==> run_1/clocks.png <==
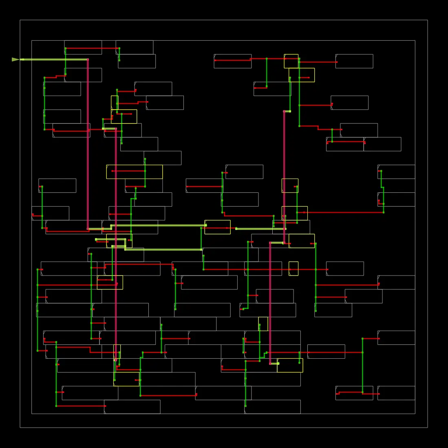
==> run_1/cell_density.png <==
(4 px per um) 8 x 8 tiles, from white (low) to dark blue (high), 0 to 100% covered.
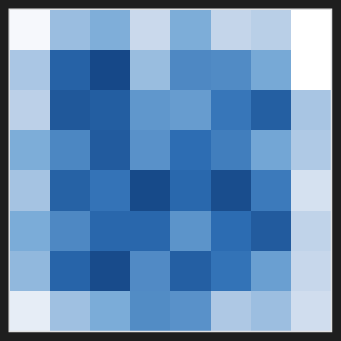
==> run_1/power_grid.png <==
(4 px per um) Pins as bars on the die edge. Tap cells in grey.
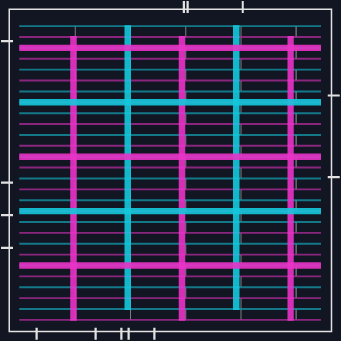
==> run_1/wires.png <==
(6 px per um)
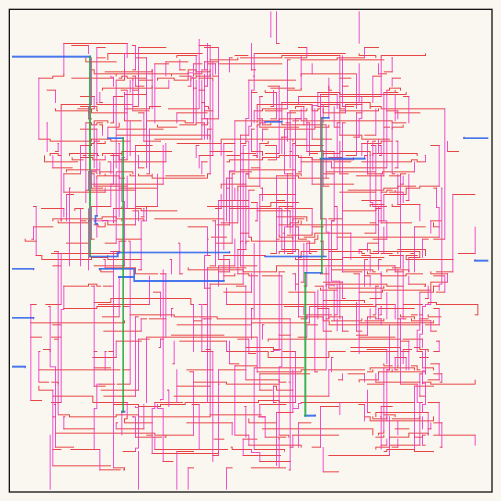
--- src/rtl/serial_pkg.sv ---
// serial_pkg: shared definitions for the serial transmit path.
//   tx_state_t           - transmitter FSM states
//   DATA_BITS/FRAME_BITS - 8N1 framing constants
//   DEFAULT_CLKS_PER_BIT - 115200 baud from a 100 MHz clock
package serial_pkg;

  typedef enum logic [1:0] {
    IDLE  = 2'd0,
    START = 2'd1,
    DATA  = 2'd2,
    STOP  = 2'd3
  } tx_state_t;

  localparam int DATA_BITS            = 8;
  localparam int FRAME_BITS           = 10;
  localparam int DEFAULT_CLKS_PER_BIT = 868;

  // Baud counter is wide enough for the largest legal CLKS_PER_BIT (65535).
  localparam int BAUD_CNT_W = 16;
  localparam int BIT_CNT_W  = $clog2(DATA_BITS);

endpackage

--- src/rtl/serial_tx_fifo.sv ---
// serial_tx_fifo: byte FIFO feeding the serial transmitter.
// Ports:
//   clk       - clock, rising edge
//   rst       - synchronous reset, active low; empties the FIFO
//   push      - write strobe, ignored while full or in reset
//   push_data - byte to write
//   pop       - read strobe, ignored while empty
//   pop_data  - head of the FIFO (valid while empty=0)
//   full      - FIFO_DEPTH bytes held (decoded from the count register)
//   empty     - no bytes held (decoded from the count register)
module serial_tx_fifo #(
  parameter int FIFO_DEPTH = 4
) (
  input  logic       clk,
  input  logic       rst,
  input  logic       push,
  input  logic [7:0] push_data,
  input  logic       pop,
  output logic [7:0] pop_data,
  output logic       full,
  output logic       empty
);

  localparam int PTR_W = $clog2(FIFO_DEPTH);

  logic [7:0]       mem [FIFO_DEPTH];
  logic [PTR_W-1:0] wr_ptr_reg;
  logic [PTR_W-1:0] rd_ptr_reg;
  logic [PTR_W:0]   count_reg;
  logic             do_push;
  logic             do_pop;

  assign full  = (count_reg == (PTR_W + 1)'(FIFO_DEPTH));
  assign empty = (count_reg == '0);

  assign do_push = push && !full && rst;
  assign do_pop  = pop && !empty;

  // The transmitter loads its shift register on the same edge it pops, so
  // the head entry is read combinationally. Depth is tiny (<= 16 entries).
  assign pop_data = mem[rd_ptr_reg];

  always_ff @(posedge clk) begin
    if (do_push) begin
      mem[wr_ptr_reg] <= push_data;
    end
  end

  // Pointers are exactly log2(FIFO_DEPTH) bits wide, so they wrap for free.
  always_ff @(posedge clk) begin
    if (!rst) begin
      wr_ptr_reg <= '0;
      rd_ptr_reg <= '0;
      count_reg  <= '0;
    end else begin
      if (do_push) begin
        wr_ptr_reg <= wr_ptr_reg + 1'b1;
      end
      if (do_pop) begin
        rd_ptr_reg <= rd_ptr_reg + 1'b1;
      end
      case ({do_push, do_pop})
        2'b10:   count_reg <= count_reg + 1'b1;
        2'b01:   count_reg <= count_reg - 1'b1;
        default: count_reg <= count_reg;
      endcase
    end
  end

endmodule

--- src/rtl/serial_tx.sv ---
// serial_tx: 8N1 UART transmitter with a small input FIFO.
// Ports:
//   clk   - clock, rising edge
//   rst   - synchronous reset, active low; aborts any frame, flushes queue
//   dat_t - byte to transmit, sampled when txe=1
//   txe   - write strobe; one byte offered per cycle high (dropped if full)
//   full  - FIFO holds FIFO_DEPTH bytes
//   busy  - bytes queued or a frame on the line (registered)
//   tx    - serial line, idle high, LSB first (registered)
module serial_tx
  import serial_pkg::*;
#(
  parameter int CLKS_PER_BIT = DEFAULT_CLKS_PER_BIT,
  parameter int FIFO_DEPTH   = 4
) (
  input  logic       clk,
  input  logic       rst,
  input  logic [7:0] dat_t,
  input  logic       txe,
  output logic       full,
  output logic       busy,
  output logic       tx
);

  tx_state_t             state_reg, state_next;
  logic [BAUD_CNT_W-1:0] baud_reg, baud_next;
  logic [BIT_CNT_W-1:0]  bit_reg, bit_next;
  logic [7:0]            shift_reg, shift_next;
  logic                  tx_reg, tx_next;
  logic                  busy_reg, busy_next;

  logic                  fifo_pop;
  logic [7:0]            fifo_data;
  logic                  fifo_full;
  logic                  fifo_empty;
  logic                  baud_last;

  serial_tx_fifo #(
    .FIFO_DEPTH (FIFO_DEPTH)
  ) u_fifo (
    .clk       (clk),
    .rst       (rst),
    .push      (txe),
    .push_data (dat_t),
    .pop       (fifo_pop),
    .pop_data  (fifo_data),
    .full      (fifo_full),
    .empty     (fifo_empty)
  );

  assign baud_last = (baud_reg == BAUD_CNT_W'(CLKS_PER_BIT - 1));

  always_comb begin
    state_next = state_reg;
    baud_next  = baud_reg;
    bit_next   = bit_reg;
    shift_next = shift_reg;
    fifo_pop   = 1'b0;

    case (state_reg)
      IDLE: begin
        baud_next = '0;
        bit_next  = '0;
        if (!fifo_empty) begin
          fifo_pop   = 1'b1;
          shift_next = fifo_data;
          state_next = START;
        end
      end

      START: begin
        if (baud_last) begin
          baud_next  = '0;
          state_next = DATA;
        end else begin
          baud_next = baud_reg + 1'b1;
        end
      end

      DATA: begin
        if (baud_last) begin
          baud_next  = '0;
          shift_next = {1'b0, shift_reg[7:1]};
          if (bit_reg == BIT_CNT_W'(DATA_BITS - 1)) begin
            bit_next   = '0;
            state_next = STOP;
          end else begin
            bit_next = bit_reg + 1'b1;
          end
        end else begin
          baud_next = baud_reg + 1'b1;
        end
      end

      STOP: begin
        if (baud_last) begin
          baud_next = '0;
          // Chain straight into the next start bit when more data waits.
          if (!fifo_empty) begin
            fifo_pop   = 1'b1;
            shift_next = fifo_data;
            state_next = START;
          end else begin
            state_next = IDLE;
          end
        end else begin
          baud_next = baud_reg + 1'b1;
        end
      end

      default: begin
        state_next = IDLE;
      end
    endcase
  end

  // The line and busy flag are registered from the current state, so they
  // trail the FSM by one cycle: a pop at edge N shows as a start bit from
  // edge N+1, and busy drops on the same edge the stop bit finishes.
  always_comb begin
    case (state_reg)
      START:   tx_next = 1'b0;
      DATA:    tx_next = shift_reg[0];
      default: tx_next = 1'b1;
    endcase
    busy_next = (state_reg != IDLE) || !fifo_empty;
  end

  always_ff @(posedge clk) begin
    if (!rst) begin
      state_reg <= IDLE;
      baud_reg  <= '0;
      bit_reg   <= '0;
      shift_reg <= '0;
      tx_reg    <= 1'b1;
      busy_reg  <= 1'b0;
    end else begin
      state_reg <= state_next;
      baud_reg  <= baud_next;
      bit_reg   <= bit_next;
      shift_reg <= shift_next;
      tx_reg    <= tx_next;
      busy_reg  <= busy_next;
    end
  end

  assign tx   = tx_reg;
  assign busy = busy_reg;
  assign full = fifo_full;

endmodule

--- config.mk ---
export PLATFORM = sky130hd
export DESIGN_NAME = serial_tx
export DESIGN_NICKNAME = d
export VERILOG_FILES = /design/src/rtl/serial_pkg.sv /design/src/rtl/serial_tx_fifo.sv /design/src/rtl/serial_tx.sv
export SDC_FILE = /design/constraint.sdc
export NUM_CORES = 1
export LEC_CHECK = 0
export CAP_MARGIN = 10
export CORE_MARGIN = 2
export CORE_UTILIZATION = 55
export DETAILED_ROUTE_END_ITERATION = 10
export PLACE_DENSITY = 0.7
export RECOVER_POWER = 100
export SLEW_MARGIN = 20
export SYNTH_ARGS = -nofsm -noshare
export SYNTH_HDL_FRONTEND = slang
export SYNTH_SLANG_ARGS = --single-unit
--- constraint.sdc ---
create_clock -name clk -period 2.8 [get_ports clk]
set_clock_uncertainty 0.15 [all_clocks]
set_input_delay 0.56 -clock clk [delete_from_list [all_inputs] [get_ports clk]]
set_output_delay 0.56 -clock clk [all_outputs]
set_load 0.005 [all_outputs]
==> CHANGELOG.md, run 1 <==
## Implementation

* Seq pwr share at 0.430
* GRT busiest layer: met2
* Crit path kind: flop to flop
* Static leakage at about 0.0013 uW
* Reg2Reg Depth at 9
* CP Launch Point: baud_reg[0]$_SDFF_PP0_
* FF/Latch Area at 0.00176 mm2
* Antenna fix cells at 0
* Worst-path clk slew at 0.07 ns
* Slew Limit Headroom at 0.360
* Status: complete, no violations
* Transition time of the tightest slew-check pin at roughly 0.96 ns
* Pre-CTS WS at -0.107 ns
* Fraction of area in multi-input gates at 0.369
* Top-count cell post-synth: dfxtp_1
* Yosys Chip Area at 0.00319 mm2
* DRC at 0
* CP cell instances: ha_1 -> nor3b_1 -> and4_4 -> o21a_1 -> fa_1 -> nor4b_2 -> a21oi_1 -> mux2i_1 -> o311ai_0
* Mapped Cells at ~280
* Max FFs per register at 32
* Final setup viols at 0
* Fin crit share at 0.971
* Combinational Gates at 184
* Hold depth at 1
* Synth area leaders: edfxtp_1, dfxtp_1, mux4_2
* Clock Tree Buf Depth at 2
* CP Depth at 9
* Global-route wire length before repair at 9200 um
* Hold/Removal Path Class: flop to flop
* Antenna viol nets, final at 0
* Vias/cell at ~5.5
* Most common reg cell: dfxtp_1
* Hold Path End: baud_reg[0]$_SDFF_PP0_
* Largest net degree at the start of global routing at 23
* Fin. max-slew vios at 0
* Vias in the first global route at roughly 2,000
* Iter 0 DRT Violations at 139
* Area share, top type at 0.301
* Hold bufs inserted after CTS at 0
* Flop2flop setup slack at 0.08 ns
* Syn_area_per_cell at 11.3 um2
* Yosys simple share at 0.168
* Cts bufs inserted at 9
* Met1 usage at 0.253
* Hold slack at 0.325 ns
* Combinational Power at slightly below 1000 uW
* H-tree depth at 3
* Number of enable flip-flop cells at 32
* Seq pwr at 1320 uW
* Logic family by area: simple AND/OR/NAND/NOR gates
Back to the opening pictures, clocks.png:
Clock net power: 784 uW
Sink Count: 72

Back to the opening pictures, cell_density.png:
The emptiest ninth of the die: upper right. The fullest tile reaches 90%. The densest ninth of the die: centre. 3.1% of the tiles are nearly empty.
FP Core Util: 0.576
final core utilization: 0.649
core area: 0.00554 mm2

Back to the opening pictures, power_grid.png:
Magenta shows VSS. Cyan shows VDD.
5 straps on met4. 5 straps on met5. 14 signal pins sit on the boundary. 28 met1 rails follow the rows. 72 tap cells.
Die Y: 80.2 um
Die Width: 80.2 um
VDD IR max: 512 uV

Back to the opening pictures, wires.png:
Blue shows metal 3, wire length 107 um. Magenta shows metal 2, wire length 2,590 um. Green shows metal 4, wire length 129 um. Red shows metal 1, wire length 2,730 um.
vias after detailed routing: 2,061
gr usage total: 0.192
Routed wire per std cell: 14.7 um
drt total wl: 5550 um

==> run 2: changes to the inputs <==
- HOLD_SLACK_MARGIN: default -> 0.12
- MAX_ROUTING_LAYER: default -> met4
- SYNTH_HIERARCHICAL: default -> 1
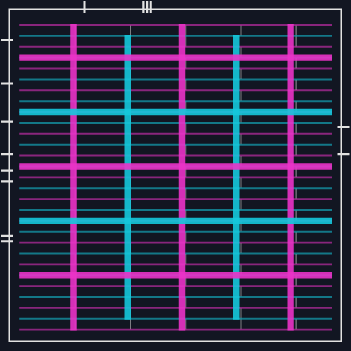
(run_2/power_grid.png)
(4 px per um) Pins as bars on the die edge. Tap cells in grey.
VDD IR max: 431 uV
core area: 0.00596 mm2
Die Y: 82.6 um
Die Width: 82.6 um

==> run 2 against run 1 <==
Global-route usage up 3.3 points. Cell count increased by 5.3%. Utilization is 2.0 points higher. Cell area grew 11%. Routed wire length grew 19%. Area after synthesis increased by 6.5%. Via count grew 11%. Clock power decreased by 2%. Largest power group unchanged.
==> CHANGELOG.md, run 2 <==
## Implementation

* Status: complete, no violations
* Combinational Power at 749 uW
* Seq pwr at 1290 uW
* Vias in the first global route at 2,214
* Global-route wire length before repair at roughly 11,000 um
* Synth area leaders: edfxtp_1, dfxtp_1, mux4_2
* Clock net power at roughly 770 uW
* Syn_area_per_cell at 12.1 um2
* Slew Limit Headroom at 0.601
* Most common reg cell: dfxtp_1
* Hold/Removal Path Class: flop to flop
* Number of enable flip-flop cells at 32
* Crit path kind: flop to flop
* CP cell instances: ha_4 -> nor4bb_4 -> and4_4 -> a21oi_2 -> nor3_2 -> nor2b_4 -> ha_4 -> inv_1 -> fa_2 -> xor2_1 -> or3_1 -> a21boi_1
* Top-count cell post-synth: dfxtp_1
* Yosys Chip Area at ~0.0034 mm2
* GRT busiest layer: met2
* Reg2Reg Depth at 12
* Gr usage total at 0.225
* Fraction of area in multi-input gates at 0.393
* Max FFs per register at 32
* Antenna fix cells at 0
* Seq pwr share at 0.459
* Worst-path clk slew at 0.08 ns
* Hold depth at 2
* Antenna viol nets, final at 0
* DRC at 0
==> run 3: changes to the inputs <==
- CTS_CLUSTER_DIAMETER: default -> 80
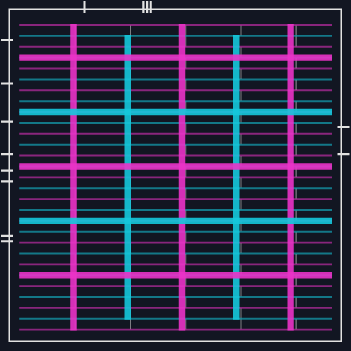
(run_3/power_grid.png)
(4 px per um) Pins as bars on the die edge. Tap cells in grey.
Cyan shows VDD. Magenta shows VSS.
The core has 28 rows. 5 straps on met5. 29 met1 rails follow the rows.

==> run 3 against run 2 <==
Area after synthesis is the same. Sequential power barely moved. Cell area unchanged. Maximum frequency unchanged. Largest cell class unchanged. Highest routed layer unchanged. Critical endpoint unchanged. Synthesized cell count is the same. Count of clock-buffer cells in the layout stayed put. Routed wire length unchanged.
==> CHANGELOG.md, run 3 <==
## Implementation

* Routed wire per std cell at 16.7 um
* Most common reg cell: dfxtp_1
* Cts bufs inserted at 9
* Seq pwr at 1290 uW
* Final setup viols at 0
* Syn_area_per_cell at approximately 12 um2
* Vias in the first global route at roughly 2,200
* Core area at around 0.0060 mm2
* Hold slack at 0.353 ns
* Slew Limit Headroom at 0.601
* Yosys simple share at 0.182
* CP Depth at 12
* Antenna viol nets, final at 0
* Drt total wl at 6630 um
* Area share, top type at 0.283
* Hold/Removal Path Class: flop to flop
* Max FFs per register at 32
* Met1 usage at 0.305
* Sink Count at 72
* Die Width at between 80 and 90 um
* Fin crit share at 0.972
* Hold depth at 2
* CP Launch Point: baud_reg[1]$_SDFF_PP0_
* Largest net degree at the start of global routing at 17
* Antenna fix cells at 0
* Pre-CTS WS at 0.00895 ns
* H-tree depth at 3
* Clock Tree Buf Depth at 2
* Transition time of the tightest slew-check pin at 0.598 ns
* Worst-path clk slew at around 0.08 ns
* Die Y at 82.6 um
* Gr usage total at 0.225
* Status: complete, no violations
* FP Core Util at 0.571
Power and IR drop assume default switching activity.
